===== src/rtl/csm_accumulator.sv =====
// Accumulate stage behind the carry-save array multiplier. Sums a run of
// unsigned products terminated by a "last" beat. The sum saturates at the top
// of the accumulator range. The sum, beat count and saturation flag are then
// held on a valid/ready result port until downstream takes them.
module csm_accumulator #(
    parameter int unsigned BITSIZE = 8,
    parameter int unsigned ACC_W   = 24,
    parameter int unsigned CNT_W   = 8
) (
    input  logic                   clk,
    input  logic                   rst_n,
    input  logic                   prod_valid,
    output logic                   prod_ready,
    input  logic [2*BITSIZE-1:0]   product,
    input  logic                   prod_last,
    input  logic                   clr,
    output logic                   result_valid,
    input  logic                   result_ready,
    output logic [ACC_W-1:0]       result,
    output logic [CNT_W-1:0]       result_count,
    output logic                   result_sat
);

    localparam int unsigned PW = 2 * BITSIZE;
    localparam logic [CNT_W-1:0] CntMax = {CNT_W{1'b1}};

    if (ACC_W < PW) begin : gen_bad_acc_w
        $error("csm_accumulator: ACC_W must be >= 2*BITSIZE");
    end

    typedef enum logic [1:0] {StIdle, StAccum, StHold} state_e;

    state_e            state_q, state_d;
    logic [ACC_W-1:0]  acc_q, acc_d;
    logic [CNT_W-1:0]  count_q, count_d;
    logic              sat_q, sat_d;
    logic              rv_q, rv_d;
    logic [ACC_W-1:0]  res_q, res_d;
    logic [CNT_W-1:0]  res_cnt_q, res_cnt_d;
    logic              res_sat_q, res_sat_d;

    logic              accept;
    logic [ACC_W-1:0]  acc_base;
    logic [CNT_W-1:0]  cnt_base;
    logic              sat_base;
    logic [ACC_W:0]    sum;
    logic              ovf;
    logic [ACC_W-1:0]  acc_upd;
    logic [CNT_W-1:0]  cnt_upd;

    // Beat datapath: a run starting from IDLE ignores stale accumulator state.
    always_comb begin
        prod_ready = (state_q != StHold);
        accept     = prod_valid & prod_ready;
        acc_base   = (state_q == StIdle) ? '0 : acc_q;
        cnt_base   = (state_q == StIdle) ? '0 : count_q;
        sat_base   = (state_q == StIdle) ? 1'b0 : sat_q;
        sum        = {1'b0, acc_base} + {{(ACC_W + 1 - PW){1'b0}}, product};
        ovf        = sum[ACC_W] | sat_base;
        acc_upd    = ovf ? {ACC_W{1'b1}} : sum[ACC_W-1:0];
        cnt_upd    = (cnt_base == CntMax) ? CntMax : cnt_base + CNT_W'(1);
    end

    // Next-state logic; clr overrides everything, including a result handshake.
    always_comb begin
        state_d   = state_q;
        acc_d     = acc_q;
        count_d   = count_q;
        sat_d     = sat_q;
        rv_d      = rv_q;
        res_d     = res_q;
        res_cnt_d = res_cnt_q;
        res_sat_d = res_sat_q;
        if (clr) begin
            state_d = StIdle;
            acc_d   = '0;
            count_d = '0;
            sat_d   = 1'b0;
            rv_d    = 1'b0;
        end else if (state_q == StHold) begin
            if (rv_q && result_ready) begin
                state_d = StIdle;
                acc_d   = '0;
                count_d = '0;
                sat_d   = 1'b0;
                rv_d    = 1'b0;
            end
        end else if (accept) begin
            acc_d   = acc_upd;
            count_d = cnt_upd;
            sat_d   = ovf;
            if (prod_last) begin
                state_d   = StHold;
                rv_d      = 1'b1;
                res_d     = acc_upd;
                res_cnt_d = cnt_upd;
                res_sat_d = ovf;
            end else begin
                state_d = StAccum;
            end
        end
    end

    // State and result registers with asynchronous clear.
    always_ff @(posedge clk or negedge rst_n) begin
        if (!rst_n) begin
            state_q   <= StIdle;
            acc_q     <= '0;
            count_q   <= '0;
            sat_q     <= 1'b0;
            rv_q      <= 1'b0;
            res_q     <= '0;
            res_cnt_q <= '0;
            res_sat_q <= 1'b0;
        end else begin
            state_q   <= state_d;
            acc_q     <= acc_d;
            count_q   <= count_d;
            sat_q     <= sat_d;
            rv_q      <= rv_d;
            res_q     <= res_d;
            res_cnt_q <= res_cnt_d;
            res_sat_q <= res_sat_d;
        end
    end

    assign result_valid = rv_q;
    assign result       = res_q;
    assign result_count = res_cnt_q;
    assign result_sat   = res_sat_q;

endmodule

===== config.mk =====
export PLATFORM = sky130hd
export DESIGN_NAME = csm_accumulator
export DESIGN_NICKNAME = d
export VERILOG_FILES = /design/src/rtl/csm_accumulator.sv
export SDC_FILE = /design/constraint.sdc
export NUM_CORES = 1
export LEC_CHECK = 0
export ABC_CLOCK_PERIOD_IN_PS = 6000
export CAP_MARGIN = 15
export CORE_ASPECT_RATIO = 0.75
export CORE_MARGIN = 5
export CORE_UTILIZATION = 55
export DETAILED_ROUTE_END_ITERATION = 12
export PLACE_DENSITY = 0.8
export SYNTH_ARGS = -nofsm -noshare
export SYNTH_HDL_FRONTEND = slang
export SYNTH_SLANG_ARGS = --single-unit

===== constraint.sdc =====
create_clock -name clk -period 6 [get_ports clk]
set_input_delay 0.9 -clock clk [delete_from_list [all_inputs] [get_ports clk]]
set_output_delay 0.9 -clock clk [all_outputs]
set_load 0.01 [all_outputs]

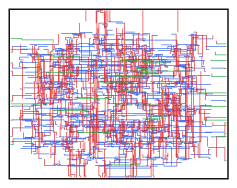
*Metal layers overlaid, run 1*
(2 px per um)
met4 -> orange  # wire length 146 um
met1 -> blue  # wire length 4560 um
met3 -> green  # wire length 535 um
met2 -> red  # wire length 4320 um

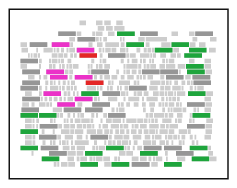
*Sequential cells grouped by signal name, run 1*
(2 px per um) Other sequential cells in the stronger gray, the rest of the logic in the fainter gray.
`count_q` -> magenta  # flops 8
`state_q` -> red  # flops 2
`result` -> green  # flops 24, where spread over the die
sequential share of cell area: 0.356
final core utilization: 0.670
Seq power: 0.000541 W
total area of sequential cells: 1730 um2

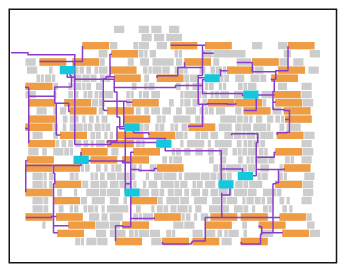
*Clock wires, drivers and flops, run 1*
(3 px per um)
flip-flops -> orange  # count 69
clock wires -> purple  # length 902 um
cells driving clock nets -> cyan  # count 9
flops lie = spread over the die
routed clock nets = 10

==> job_summary.md, run 1 <==
### Yosys + OpenROAD results

| Metric | Value |
|---|---|
| Final wirelength | 9.56 mm |
| Slew Viols, Final | 0 |
| Setup slack at placement | 2.27 ns |
| Critical path's top delay family | simple AND/OR/NAND/NOR gates |
| Number of nets in the final layout | ~540 |
| Vias in the first global route | 3400 |
| Clock network latency to the later pin of the worst-skew pair | 0.36 ns |
| Clock Root Buffer | clkbuf_8 |
| CP max-delay cell | or2_2 |
| RePlAce Congestion | roughly 0.90 |
| Run status | completed |
| Final Cycle Share | 0.616 |
| Peak supply drop | around 0.14 mV |
| Count of hold buffers inserted by post-cts repair | 0 |
| P&R area growth vs syn | 20.8% |
| Syn. warnings | 0 |
| Iteration-0 DRC count of the detailed router | 193 |
| Most used cell, CP | o21ai_4 |
| Worst path max stage delay | 0.59 ns |
| Critical path startpoint category | flip-flop |
| Setup TNS | 0 ns |
| Core ar. | 7230 um2 |
| Post-synth seq share | 0.430 |
| Slew @ Worst Pin | 1.12 ns |
| Number of buffer and inverter instances along the worst setup path | 0 |
| Cell area after technology mapping | 4010 um2 |
| TritonCTS clock tree | yes |
| Cell area after placement | 4630 um2 |
| Global-route usage over all layers | 0.227 |
| Chip Height | 84.0 um |
| Synthesized area divided by synthesized cell count | 8.95 um2 |
| Core Rows | 27 |
| Number of routed nets with antenna violations | 0 |
| Post-CTS Repair Setup Buffers | 0 |
| Post-DP HPWL | 6.58 mm |
| Gate Count Post-Synth | ~450 |
| Clock buffers created by TritonCTS | 9 |
| Cells traversed along the worst timing path | or2_2 -> and2_1 -> ha_1 -> fa_1 -> a211oi_2 -> nor3b_2 -> o21a_4 -> o21ai_4 -> o21ai_4 -> or2_1 -> o22a_1 |
| Setup ws final | between 2 and 2.5 ns |
| Filler cell count | roughly 610 |
| Dominant logic cell type in the layout | nand2_1 |
| Ratio of cells with drive above 1 in the final layout | 0.0696 |
| WP data required | 6.24 ns |
| Maximum number of buffers from clock root to sink | 2 |
| Buffers on Ports | 56 |
==> run 1: cells in the mapped netlist, drive strengths merged <==
library cell	count
nand2	72
dfrtp	69
o21ai	65
a21oi	35
nor2	34
and2	21
ha	17
xnor2	16
clkbuf	12
buf	8
nand2b	8
xor2	8
a21o	7
and3	6
nand3	6
o21a	6
a31oi	5
inv	5
o22a	5
nand4	4
nor3	4
a211oi	3
a22o	3
nor2b	3
a211o	2
nand3b	2
o211ai	2
o2bb2ai	2
o31ai	2
or2	2
a21boi	1
a311oi	1
a31o	1
and3b	1
fa	1
mux2	1
nand4b	1
nor3b	1
nor4b	1
o2111ai	1
o211a	1
o21bai	1
o22ai	1
o31a	1
==> run 1: registers in the layout, indices dropped and copies added (netlist names) <==
name,cells
result_valid,1
count_q,8
acc_q,24
sat_q,1
result_sat,1
result,24
result_count,8
state_q,2
==> run 1: through the flow <==
stage | cells | power (W) | hold slack, ns
floorplan | 448 | 0.000691 | 0.430
global placement | 587 | 0.000822 | 0.444
detailed placement | 587 | 0.000828 | 0.462
CTS | 603 | 0.00121 | 0.479
global route | 604 | 0.00127 | 0.492
finish | 604 | 0.00121 | 0.475
==> run 1: per-layer routing <==
layer | vias up | part of all wire | global-route usage
met3 | 17 | 0.056 | 0.0549
met4 | 0 | 0.015 | 0.0803
met1 | 1652 | 0.48 | 0.317
met2 | 101 | 0.45 | 0.341
li1 | 1674 | - | -
met5 | - | 0 | 0
==> run 1: final cells by class <==
type	instances	area share
flip-flops and latches	69	0.356
well taps	101	0.0261
repair buffers	59	0.121
clock buffers	11	0.0292
clock inverters	5	0.0124
multi-input cells	354	0.451
inverters	5	0.00387
==> run 1: path summary, 6_finish.rpt <==
kind / startpoint / endpoint / slack, ns / depth (start not counted)
max: state_q[1]$_DFFE_PN0P_ / result[17]$_DFFE_PN0P_ / 2.31 / 11
min: acc_q[3]$_DFFE_PN0P_ / acc_q[3]$_DFFE_PN0P_ / 0.48 / 2
max reg2reg: state_q[1]$_DFFE_PN0P_ / result[17]$_DFFE_PN0P_ / 2.31 / 11
min reg2reg: acc_q[3]$_DFFE_PN0P_ / acc_q[3]$_DFFE_PN0P_ / 0.48 / 2
max in group asynchronous: rst_n / result[5]$_DFFE_PN0P_ / 4.69 / 2
min in group asynchronous: rst_n / acc_q[11]$_DFFE_PN0P_ / 0.74 / 2
==> run 1: worst min-delay path: cells and delay by family, from the launching register on <==
family | cells | cell delay [ns]
simple gates | 1 | 0.04
compound gates | 1 | 0.06
flops | 1 | 0.34
==> run 1: logic make-up (layout without fill, tap and decap cells) <==
logic type,after synthesis,count (layout),share of synthesized area
adder cells (fa/ha/maj),18,18,0.0580
multiplexers,1,1,0.00281
AND-OR/OR-AND,145,145,0.226
flip-flops,69,69,0.430
buffers and inverters,25,80,0.0278
AND/OR/NAND/NOR,166,166,0.202
XOR/XNOR,24,24,0.0524
==> run 1: where the power goes <==
group / switching [W] / leakage, nW / internal [W]
combinational: 0.000143 / 1.12 / 0.000137
clock: 0.000182 / 0.0995 / 0.000204
sequential: 0.0000264 / 0.904 / 0.000514
==> run 2, diff against run 1 <==
- ABC_CLOCK_PERIOD_IN_PS: 6000 -> 3300
- CORE_UTILIZATION: 55 -> 50
- PLACE_DENSITY: 0.8 -> 0.77
- clock period: 6 -> 3.3 ns (I/O delays scaled with it)
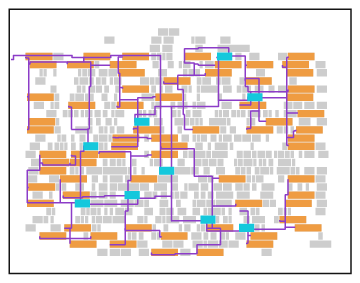
*Clock wires, drivers and flops, run 2*
(3 px per um)
flip-flops -> orange  # count 69
clock wires -> purple  # length 999 um
cells driving clock nets -> cyan  # count 9
routed clock nets = 10
clock network latency to the later pin of the worst-skew pair: 0.36 ns
worst clock skew: 0.0135 ns
Clk power: 0.000695 W
clock power share: 0.316

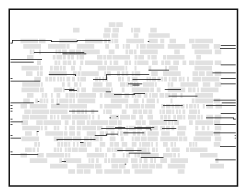
*Signal wires on met3, run 2*
(2 px per um) Cells faint in the background.
main direction = horizontal
nets with wire on the layer = 56
longest straight run = 24.8 um
met3 routing resource usage after global routing: 0.0573
final wirelength: 9.78 mm

==> job_summary.md, run 2 <==
### Yosys + OpenROAD results

| Metric | Value |
|---|---|
| Run status | completed |
| Number of antenna cells inserted | 0 |
| Syn. warnings | 0 (unchanged) |
| Critical path startpoint category | flip-flop |
| Final Cycle Share | 0.951 (+0.336) |
| Effective utilization at floorplan | 0.511 |
| Most used cells in the layout excluding fill and tap cells | nand2_1, dfrtp_1, clkdlybuf4s50_1 |
| Cell area after technology mapping | 4010 um2 (unchanged) |
| Power consumption | 0.00220 W (+82%) |
| Hold crit path type | in2async |
| Met1 usage in global routing | 0.294 (-0.0230) |
| Flops out of synthesis | 69 |
| Top cells by count | nand2_1, dfrtp_1, o21ai_0 |
| Distinct lib cells used | ~57 |
| Pin count of the biggest net entering global routing | 70 |
| Slew Viols, Final | 0 (unchanged) |
| Buffers on Ports | 56 (unchanged) |
| Number of vias in the routed layout | 3400 |
| Ratio of cells with drive above 1 in the final layout | 0.0845 (+0.0149) |
| Most popular library cell in the synthesized design by count | nand2_1 |
| Start point of the critical path | state_q[0]$_DFFE_PN0P_ |
| Beginning of the worst register-to-register path | state_q[0]$_DFFE_PN0P_ |
| RePlAce Congestion | 0.897 (-0.30%) |
| Average routed wire per standard cell | 15.9 um |
| Core ar. | 7850 um2 (+8.5%) |
| Portion of synthesized cell area occupied by the leading cell type | 0.430 |
| GR met2 Demand/Resource | 0.320 (-0.0206) |
| Chip area from the yosys synthesis statistics | 4010 um2 |
| Number of routed nets with antenna violations | 0 (unchanged) |
| DR DRC count | 0 |
| Layer with the highest usage | met2 |
| Vias in the first global route | 3377 (-0.68%) |
| Global-route usage over all layers | 0.210 (-0.0168) |
| Final hold viol count | 0 |
| Count of hold buffers inserted by post-cts repair | 0 (unchanged) |
| Synthesized area divided by synthesized cell count | 8.95 um2 (unchanged) |
| Die outline area | 9930 um2 |
| Iteration-0 DRC count of the detailed router | 260 (+35%) |
| WP data required | 3.54 ns (-2.70 ns) |
| P&R area growth vs syn | 22.1% |
| Number of enable flip-flop cells | 0 (unchanged) |
| Maximum number of buffers from clock root to sink | 2 (unchanged) |
| Number of nets in the final layout | 544 (+1.1%) |
| Gate Count Post-Synth | 448 (unchanged) |
| Clock Root Buffer | clkbuf_8 |
| Cell area after placement | 4690 um2 (+1.4%) |
| TritonCTS clock tree | yes |
| Predominant post-synthesis flop cell | dfrtp_1 |
| Chip Height | 87.6 um (+4.3%) |
| Final critical delay including setup and external delays | 3.14 ns |
| Post-DP HPWL | 6.92 mm (+5.1%) |
| Dominant logic cell type in the layout | nand2_1 |
| Synth async-reset ratio | 1.00 (unchanged) |
| Maximum clock rate | approximately 320 MHz |
| Total number of warnings across the stage logs | 26 |
| Slew @ Worst Pin | 0.727 ns (-0.394 ns) |
| Peak supply drop | 0.323 mV (+120%) |
| Clock buffers created by TritonCTS | 9 (unchanged) |
| Post-synth seq share | 0.430 (unchanged) |
| Core Rows | 28 (+3.7%) |
| Setup TNS | 0 ns (unchanged) |
[run 2: cell counts after synthesis]
Identical to the previous run, type by type.
[run 2: area by class of cell]
class / count / area (um2)
flip-flops and latches: 69 / 1730
multi-input cells: 355 / 2200
clock inverters: 6 / 63.8
inverters: 5 / 18.8
fillers: 682 / 2950
repair buffers: 64 / 628
well taps: 105 / 131
clock buffers: 10 / 128
[run 2: kinds of logic (layout without fill, tap and decap cells)]
family,after synthesis,count (layout),synth area share
adders and majority gates,18,18,0.0580
muxes,1,1,0.00281
DFF,69,69,0.430
and+or+nand+nor,166,167,0.202
buffers and inverters,25,85,0.0278
xor gates and xnor gates,24,24,0.0524
AOI/OAI and AO/OA,145,145,0.226
[run 2: timing repair]
item	4_1_cts	5_1_grt
resized	0	1
buffers inserted	0	0
setup endpoints to repair	0	29
[run 2: final timing paths]
path | endpoint | slack [ns] | depth (start not counted)
hold / removal | acc_q[8]$_DFFE_PN0P_ | 0.14 | 2
max in group asynchronous | count_q[3]$_DFFE_PN0P_ | 2.84 | 2
setup / recovery | result[16]$_DFFE_PN0P_ | 0.16 | 11
hold reg to reg | acc_q[13]$_DFFE_PN0P_ | 0.47 | 2
setup reg to reg | result[16]$_DFFE_PN0P_ | 0.16 | 11
min in group clk | acc_q[13]$_DFFE_PN0P_ | 0.47 | 2
[run 2: metrics by stage]
stage / util / hold WS, ns / instances / setup slack [ns]
floorplan: - / 0.199 / 448 / 0.0536
global placement: 0.598 / 0.451 / 597 / 0.207
detailed placement: 0.598 / 0.453 / 597 / 0.133
CTS: 0.622 / 0.160 / 613 / 0.124
global route: 0.624 / 0.184 / 614 / 0.00424
finish: 0.624 / 0.139 / 614 / 0.161
[run 2: critical path, stage by stage, from the launching register on]
cell	delay (ns)
dfrtp_1	0.46
or2_4	0.34
and2_1	0.18
ha_2	0.18
fa_2	0.43
a211oi_4	0.24
nor3b_2	0.09
o21a_4	0.23
o21ai_4	0.18
o21ai_4	0.16
or2_1	0.32
o22a_1	0.21
[run 2: report_power, final]
group          leakage [nW]  internal (W)  switching (W)
registers             0.904      0.000935      0.0000514
logic                  1.15      0.000258       0.000259
clock network        0.0923      0.000348       0.000347
[run 2: per-layer routing]
metal | part of all wire | wire [um] | vias to the layer above
li1 | - | - | 1673
met1 | 0.49 | 4820 | 1613
met2 | 0.43 | 4230 | 99
met3 | 0.061 | 596 | 15
met4 | 0.015 | 144 | 0
met5 | 0 | 0 | -
Power figures rest on the tool's default switching activity, not on a simulated workload.
